`src/rtl/pc_seq_pkg.sv`:
```
// Shared types and constants for the program-counter sequencer.
package pc_seq_pkg;

    localparam int          PC_W   = 32;
    localparam logic [31:0] PC_INC = 32'd4;

    typedef enum logic [1:0] {
        IDLE   = 2'd0,
        RUN    = 2'd1,
        HALTED = 2'd2
    } state_t;

    // Fetch addresses are word aligned; clear the byte-offset bits.
    function automatic logic [PC_W-1:0] word_align(input logic [PC_W-1:0] addr);
        return {addr[PC_W-1:2], 2'b00};
    endfunction

endpackage

```
`src/rtl/branch_target_adder.sv`:
```
// Combinational modulo-2^W adder, used both for pc + 4 and for the
// branch target pc_plus_4 + displacement.
module branch_target_adder
    import pc_seq_pkg::*;
#(
    parameter int W = PC_W
) (
    input  logic [W-1:0] a,
    input  logic [W-1:0] b,
    output logic [W-1:0] sum
);

    // Carry out is discarded so the result wraps silently.
    always_comb begin
        sum = a + b;
    end

endmodule

```
`src/rtl/pc_sequencer.sv`:
```
// Program-counter sequencer: run/halt state machine, stall hold, next-pc
// selection (halt > jump > branch > sequential) and retired-instruction counter.
module pc_sequencer
    import pc_seq_pkg::*;
#(
    parameter logic [31:0] RESET_PC = 32'h0000_0000,
    parameter int          COUNT_W  = 32
) (
    input  logic               clk,
    input  logic               reset,
    input  logic               start,
    input  logic               stall,
    input  logic               branch_taken,
    input  logic [31:0]        shifted_offset,
    input  logic               jump,
    input  logic [25:0]        jump_index,
    input  logic               halt,
    output logic [31:0]        pc,
    output logic [31:0]        pc_plus_4,
    output logic               running,
    output logic               halted,
    output logic [COUNT_W-1:0] retired_count
);

    state_t               state_q;
    state_t               state_n;
    logic [PC_W-1:0]      pc_q;
    logic [PC_W-1:0]      pc_n;
    logic [PC_W-1:0]      branch_target;
    logic [COUNT_W-1:0]   count_q;
    logic [COUNT_W-1:0]   count_n;

    branch_target_adder #(.W(PC_W)) u_inc_adder (
        .a   (pc_q),
        .b   (PC_INC),
        .sum (pc_plus_4)
    );

    branch_target_adder #(.W(PC_W)) u_branch_adder (
        .a   (pc_plus_4),
        .b   (shifted_offset),
        .sum (branch_target)
    );

    // Next-state, next-pc and counter selection from the current-cycle inputs.
    always_comb begin
        state_n = state_q;
        pc_n    = pc_q;
        count_n = count_q;
        case (state_q)
            IDLE: begin
                // Only start is honoured; pc stays at RESET_PC so the first
                // fetch after start is RESET_PC itself.
                if (start) begin
                    state_n = RUN;
                end
            end
            RUN: begin
                // A stalled cycle ignores control inputs; upstream re-presents them.
                if (!stall) begin
                    count_n = count_q + 1'b1;
                    if (halt) begin
                        state_n = HALTED;
                    end else if (jump) begin
                        pc_n = {pc_plus_4[31:28], jump_index, 2'b00};
                    end else if (branch_taken) begin
                        pc_n = branch_target;
                    end else begin
                        pc_n = pc_plus_4;
                    end
                end
            end
            default: begin
                // HALTED: frozen until reset.
            end
        endcase
        pc_n = word_align(pc_n);
    end

    // State, pc and counter registers with synchronous reset.
    always_ff @(posedge clk) begin
        if (reset) begin
            state_q <= IDLE;
            pc_q    <= RESET_PC;
            count_q <= '0;
        end else begin
            state_q <= state_n;
            pc_q    <= pc_n;
            count_q <= count_n;
        end
    end

    assign pc            = pc_q;
    assign running       = (state_q == RUN);
    assign halted        = (state_q == HALTED);
    assign retired_count = count_q;

endmodule

```
`config.mk`:
```
export PLATFORM = sky130hd
export DESIGN_NAME = pc_sequencer
export DESIGN_NICKNAME = d
export VERILOG_FILES = /design/src/rtl/pc_seq_pkg.sv /design/src/rtl/branch_target_adder.sv /design/src/rtl/pc_sequencer.sv
export SDC_FILE = /design/constraint.sdc
export NUM_CORES = 1
export LEC_CHECK = 0
export CORE_ASPECT_RATIO = 1.1
export CORE_UTILIZATION = 52
export CTS_CLUSTER_SIZE = 10
export DETAILED_ROUTE_END_ITERATION = 10
export PLACE_DENSITY = 0.83
export REMOVE_ABC_BUFFERS = 1
export SLEW_MARGIN = 20
export SYNTH_ARGS = -nofsm -noshare
export SYNTH_HDL_FRONTEND = slang
export SYNTH_HIERARCHICAL = 1
export SYNTH_SLANG_ARGS = --single-unit
```
`constraint.sdc`:
```
create_clock -name clk -period 10.98 [get_ports clk]
set_input_delay 2.196 -clock clk [delete_from_list [all_inputs] [get_ports clk]]
set_output_delay 2.196 -clock clk [all_outputs]
set_load 0.05 [all_outputs]
```
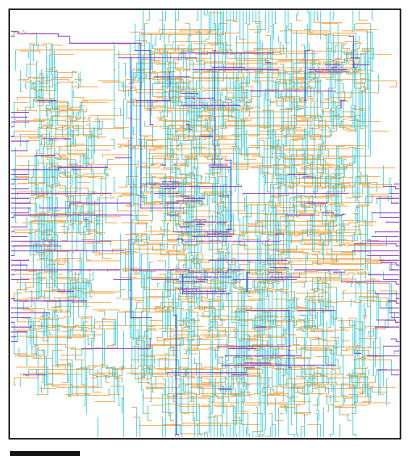
Fig. 1. Signal wires by layer (run 1).
The bar under the picture is 20 um long.
colour	layer	wire length
orange	M1	9030 um
cyan	M2	9850 um
blue	M4	287 um
purple	M3	1450 um

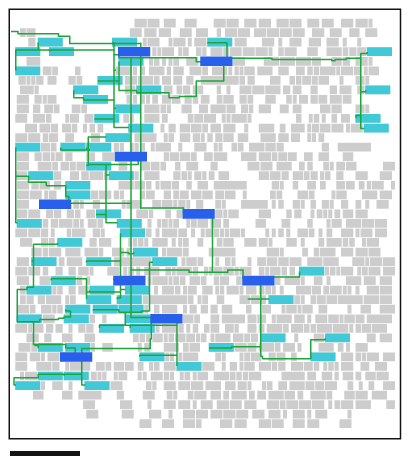
Fig. 2. Routed clock nets over the placement (run 1).
The bar under the picture is 20 um long.
[green] clock wires | length: 1010 um
[cyan] flip-flops | count: 64
[blue] clock-net drivers | count: 9
routed clock nets	10

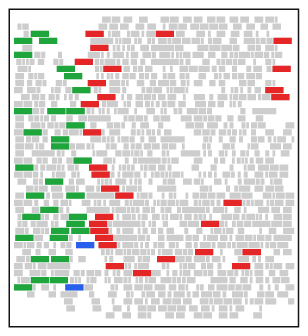
Fig. 3. Where the registers sit (run 1).
Other cells in grey.
colour	name in the netlist	sequential cells
red	pc	30
green	retired_count	32
blue	state_q	2

==> metrics.csv, run 1 <==
stage;metric;value;unit
run_status;run_status;finished, violations left;
run_status;violations;design-rule violations;
job;warnings;27;
synth;ys_async_sr_fraction;0;%
critical_path;cp-endpoint;pc_plus_4[30];
critical_path;reg2regPathDepth;20;
critical_path;worstPathRequired;8.78;ns
die;core;0.0127;sq mm
drt;avgRoutedWirePerCell;16.9;um
cts;clkLatencyLatePin;0.35;ns
cts;cts.htree.levels;3;
finish;nFillCells;1083;
finish;lay_top_count;clkdlybuf4s50_1;
critical_path;critPathMaxStageDelay;0.93;ns
critical_path;r2r-end;pc[26]$_SDFFE_PP0P_;
grt;track_usage;30.0;%
synth;syn_area_per_cell;7.56;sq um
critical_path;cp_num_buf_inv;1;
drt;drc;14;
die;initCoreUtil;53.7;%
power_and_ir_drop;peakVddDrop;0.000104;V
drt;vias_per_cell;6.03;
finish;final_cell_mix;156 x clkdlybuf4s50_1, 123 x nand2_1, 101 x a21oi_1;
finish;instances_no_fill;1217;
synth;ys.flops;64;
critical_path;cp-end-kind;output pin;
placement;placed_area;0.00850;sq mm
sta;hold_viol;0;
cts;clk_path_buf_depth;2;
sta;fmax;0.171;GHz
run 1: flip-flops by register name, indices dropped and copies added, names as in the netlist:
name and cells:
retired_count 32, pc 30, state_q 2
run 1: layer usage:
layer  vias up  GRT usage [%]  wire, um
li1       3593              -         -
met1      3448           38.5      9030
met2       268           51.3      9850
met3        28           5.87      1450
met4         0           8.19       286
met5         -              0         0
run 1: how the worst min path moves through the flow:
stage | depth (start not counted) | slack [ns] | to
finish | 2 | 0.47 | pc[7]$_SDFFE_PP0P_
global route | 2 | 0.49 | pc[8]$_SDFFE_PP0P_
CTS | 2 | 0.47 | pc[7]$_SDFFE_PP0P_
detailed placement | 2 | 0.47 | pc[7]$_SDFFE_PP0P_
global placement | 2 | 0.46 | pc[10]$_SDFFE_PP0P_
floorplan | 2 | 0.52 | state_q[0]$_SDFFE_PP0P_
run 1: cells in the mapped netlist (16+ instances only):
library cell  number  share of area, %
dfxtp_1           64                19
a21oi_1          101               7.4
nand4_1           27               2.5
clkbuf_1          31               1.7
ha_1              63                12
o21ai_0           58               4.3
a21o_1            38               4.2
xor2_1            38               4.9
nor2_1            47               2.6
xnor2_1           27               3.5
nand2_1          123               6.8
inv_1             16              0.88
nand3_1           28               2.1
mux2i_1           35               5.1
run 1: final cells by class:
cell class,instances,area [sq um],area share (%)
Clock inverter,6,115,1.30
Inverter,16,60.1,0.678
Timing Repair Buffer,161,1590,18.0
Clock buffer,10,239,2.70
Multi-Input combinational cell,803,5370,60.6
Tap cell,157,196,2.22
Sequential cell,64,1280,14.5
run 1: where the power goes:
group | internal [uW] | switching [uW]
Combinational | 172 | 273
Clock | 229 | 113
Sequential | 237 | 4.78
==> run 2, diff against run 1 <==
Clock period 10.98 ns to 5.95 ns, I/O delays scaled along.
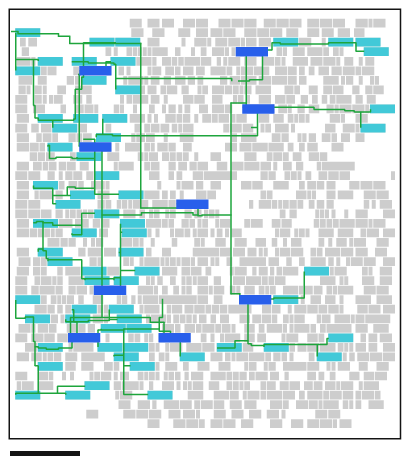
Fig. 4. Routed clock nets over the placement (run 2).
The bar under the picture is 20 um long.
[blue] clock-net drivers | count: 9
[green] clock wires | length: 1070 um
[cyan] flip-flops | count: 64
routed clock nets	10

==> metrics.csv, run 2 <==
stage;metric;value;unit;change
synth;ys.flops;64;;unchanged
finish;lay_top_count;clkdlybuf4s50_1;;unchanged
finish;largest_register_ff_count;32;;unchanged
grt;grt_use_met3;5.12;%;was 5.87%
run_status;run_status;finished, violations left;;unchanged
power_and_ir_drop;comb_power_share;45.0;%;was 43.2%
drt;drc;15;;was 14
die;initCoreUtil;53.7;%;unchanged
run_status;violations;design-rule violations;;unchanged
synth;synth.top_cells.by_count;123 x nand2_1, 101 x a21oi_1, 64 x dfxtp_1;;unchanged
synth;syn_area_per_cell;7.56;sq um;unchanged
job;warnings;27;;unchanged
synth;ys_async_sr_fraction;0;%;unchanged
cts;clk_path_buf_depth;2;;unchanged
power_and_ir_drop;p_clk_share;30.5;%;was 33.3%
grt;grtUsageMet2;49.1;%;was 51.3%
synth;most_common_cell;nand2_1;;unchanged
critical_path;worstPathRequired;4.76;ns;was 8.78 ns
power_and_ir_drop;p_sw_share;39.7;%;was 38.0%
synth;yosysTopAreaCellShare;18.8;%;unchanged
power_and_ir_drop;pwr-share-seq;24.6;%;was 23.5%
cts;clkLatencyLatePin;0.34;ns;was 0.35 ns
grt;grtUsageMet1;38.2;%;was 38.5%
finish;final_cell_mix;156 x clkdlybuf4s50_1, 123 x nand2_1, 101 x a21oi_1;;unchanged
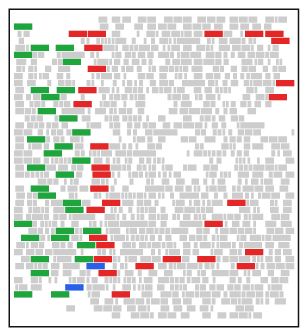
Fig. 5. Where the registers sit (run 2).
Other cells in grey.
colour	name in the netlist	sequential cells
red	pc	30
green	retired_count	32
blue	state_q	2

-- run 2: cell type report --
type,count,area share [%]
Sequential cell,64,14.5
Clock inverter,5,0.724
Timing Repair Buffer,161,18.1
Inverter,16,0.682
Tap cell,157,2.23
Clock buffer,11,2.76
Multi-Input combinational cell,803,61.0
-- run 2: power by group through the flow --
stage | registers (uW) | logic [uW] | clock network (uW)
final | 446 | 816 | 553
after global routing | 447 | 879 | 580
after CTS | 446 | 801 | 560
after detailed placement | 455 | 797 | 0
after global placement | 455 | 793 | 0
after floorplan | 479 | 546 | 0
-- run 2: routing by layer --
| layer | up-vias | share of wire (%) |
|---|---|---|
| li1 | 3588 | - |
| met1 | 3380 | 44 |
| met2 | 284 | 46 |
| met3 | 36 | 7.6 |
| met4 | 0 | 2.3 |
| met5 | - | 0 |
-- run 2: path summary, 6_finish.rpt --
path              cells after the start                   to  slack (ns)               start
hold reg to reg                       2   pc[3]$_SDFFE_PP0P_        0.47  pc[3]$_SDFFE_PP0P_
setup / recovery                      8        pc_plus_4[30]        1.17  pc[9]$_SDFFE_PP0P_
setup reg to reg                     19  pc[24]$_SDFFE_PP0P_        1.30  pc[9]$_SDFFE_PP0P_
hold / removal                        2   pc[3]$_SDFFE_PP0P_        0.47  pc[3]$_SDFFE_PP0P_
-- run 2: kinds of logic after synthesis --
logic type	share of synthesized area, %
flops	18.8
buf+inv	4.46
other cells	0.110
simple gates	22.6
fa+ha+maj	12.2
mux	6.30
xor+xnor	8.35
compound gates	27.2
-- run 2: through the flow --
stage          cell area (sq um)  instances  total power, uW  util (%)
3_3_place_gp                8500       1201             1250      66.9
2_1_floorplan               6710        883             1020         -
6_report                    8810       1217             1810      69.4
4_1_cts                     8810       1217             1810      69.4
3_5_place_dp                8500       1201             1250      67.0
5_1_grt                     8810       1217             1910      69.4
Fig. 6: run 2, ports around the boundary
Pins as bars across the die edge, other pins in grey.
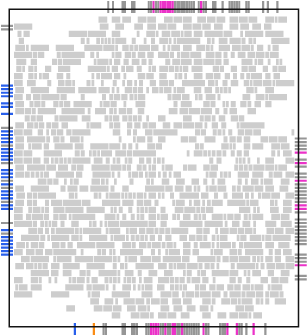

==> run 3, diff against run 2 <==
Settings changed: CORE_UTILIZATION 52 to 47, PLACE_DENSITY 0.83 to 0.79.
Clock period 5.95 ns to 4.3 ns, I/O delays scaled along.
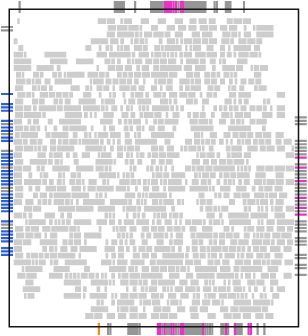
Fig. 7. Ports around the boundary (run 3).
Pins as bars across the die edge, other pins in grey.
colour	port	pins	direction	edge
orange	halt	1	input	south
magenta	jump_index	26	input	12 south, 8 north, 6 east
blue	retired_count	32	output	west

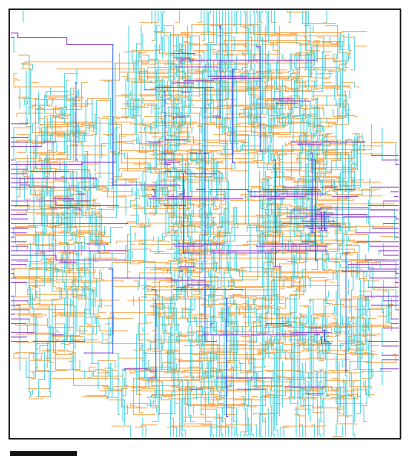
Fig. 8. Signal wires by layer (run 3).
The bar under the picture is 20 um long.
colour	layer	wire length
purple	M3	1550 um
blue	M4	496 um
orange	M1	9700 um
cyan	M2	10200 um

==> metrics.csv, run 3 <==
stage;metric;value;unit;change
critical_path;cp_num_buf_inv;2;;was 1
drt;avgRoutedWirePerCell;17.0;um;was 16.6 um
worst_hold_path;hold_depth;2;;unchanged
critical_path;r2r_slack;0.14;ns;was 1.30 ns
drt;vias_per_cell;5.86;;was 5.99
finish;design_area;0.00939;sq mm;was 0.00881 sq mm
critical_path;critPathLaunch;pc[5]$_SDFFE_PP0P_;;was pc[9]$_SDFFE_PP0P_
synth;synth.top_cells.by_count;123 x nand2_1, 101 x a21oi_1, 64 x dfxtp_1;;unchanged
finish;lay_top_count;clkdlybuf4s50_1;;unchanged
grt;track_usage;29.1;%;was 29.4%
critical_path;cp-end-kind;register;;was output pin
critical_path;r2r_start;pc[5]$_SDFFE_PP0P_;;was pc[9]$_SDFFE_PP0P_
critical_path;reg2regPathDepth;18;;was 19
power_and_ir_drop;peakVddDrop;0.000254;V;was 0.000161 V
drt;drc;0;;was 15
cts;clkLatencyLatePin;0.35;ns;was 0.34 ns
critical_path;cp-endpoint;pc[29]$_SDFFE_PP0P_;;was pc_plus_4[30]
die;core;0.0140;sq mm;was 0.0127 sq mm
placement;placed_area;0.00884;sq mm;was 0.00850 sq mm
grt;grt_first_pass_wirelength;34.1;mm;was 31.9 mm
cts;cts.htree.levels;3;;unchanged
synth;syn_area_per_cell;7.56;sq um;unchanged
finish;finish.utilization;67.2;%;was 69.4%
die;initCoreUtil;48.8;%;was 53.7%
power_and_ir_drop;p_total;2620;uW;was 1810 uW
sta;fmax;0.240;GHz;
job;warnings;28;;was 27
grt;grt_pass1_vias;6868;;was 6469
cts;clk_path_buf_depth;2;;unchanged
finish;nFillCells;1218;;was 1038
synth;yosysTopAreaCellShare;18.8;%;unchanged
critical_path;crit_cells;18;;was 8
critical_path;r2r-end;pc[29]$_SDFFE_PP0P_;;was pc[24]$_SDFFE_PP0P_
sta;hold_viol;0;;unchanged
synth;largest_area_cell;dfxtp_1;;unchanged
run_status;run_status;completed;;was finished, violations left
critical_path;critPathMaxStageDelay;0.41;ns;was 0.93 ns
synth;ys.flops;64;;unchanged
synth;synthTopCellsByArea;dfxtp_1 19%, ha_1 12%, a21oi_1 7.4%, nand2_1 6.8%, mux2i_1 5.1%;;unchanged
worst_hold_path;hold_start;pc[17]$_SDFFE_PP0P_;;was pc[3]$_SDFFE_PP0P_
critical_path;worstPathRequired;4.56;ns;was 4.76 ns
run 3: cell types whose count changed in the layout (fill, tap and decap cells not counted), moves of 4 or more:
cell,delta
a21oi_1,-7
ha_1,-8
o21ai_0,-5
ha_4,+6
a21oi_2,+7
buf_4,+47
o21ai_1,+4
clkdlybuf4s50_1,-7
run 3: per-layer routing:
| layer | up-vias | part of all wire (%) | track usage [%] |
|---|---|---|---|
| li1 | 3680 | - | - |
| met1 | 3550 | 44 | 38.8 |
| met2 | 305 | 47 | 47.3 |
| met3 | 40 | 7.1 | 4.21 |
| met4 | 0 | 2.3 | 10.1 |
| met5 | - | 0 | 0 |
run 3: per-stage QoR:
step	setup slack (ns)	std cells	setup TNS [ns]	hold slack (ns)
floorplan	-0.718	883	-7.76	0.520
global placement	0.0591	1272	0	0.463
detailed placement	0.0259	1272	0	0.469
CTS	0.0171	1288	0	0.478
global route	-0.125	1293	-0.645	0.496
finish	0.136	1293	0	0.480
run 3: cell families after synthesis:
group                    count (synthesis)  synth area share [%]
AND-OR/OR-AND                          283                  27.2
XOR/XNOR                                65                  8.35
adder cells (fa/ha/maj)                 65                  12.2
buffers and inverters                   70                  4.46
flip-flops                              64                  18.8
multiplexers                            42                  6.30
other                                    2                 0.110
AND/OR/NAND/NOR                        310                  22.6
run 3: layout make-up:
cell class	count	area (sq um)	area share [%]
Clock buffer	10	229	2.44
Clock inverter	6	68.8	0.733
Inverter	16	60.1	0.640
Multi-Input combinational cell	803	5580	59.4
Sequential cell	64	1290	13.7
Tap cell	188	235	2.50
Timing Repair Buffer	206	1940	20.6
run 3: power breakdown:
part	total [uW]	internal, uW	leakage, uW	switching, uW
Clock	755	452	0.000143	303
Combinational	1250	511	0.00332	738
Sequential	617	604	0.000518	12.9
Total	2620	1570	0.00398	1050
No activity file was given, so power comes from the tool's default toggle rates.
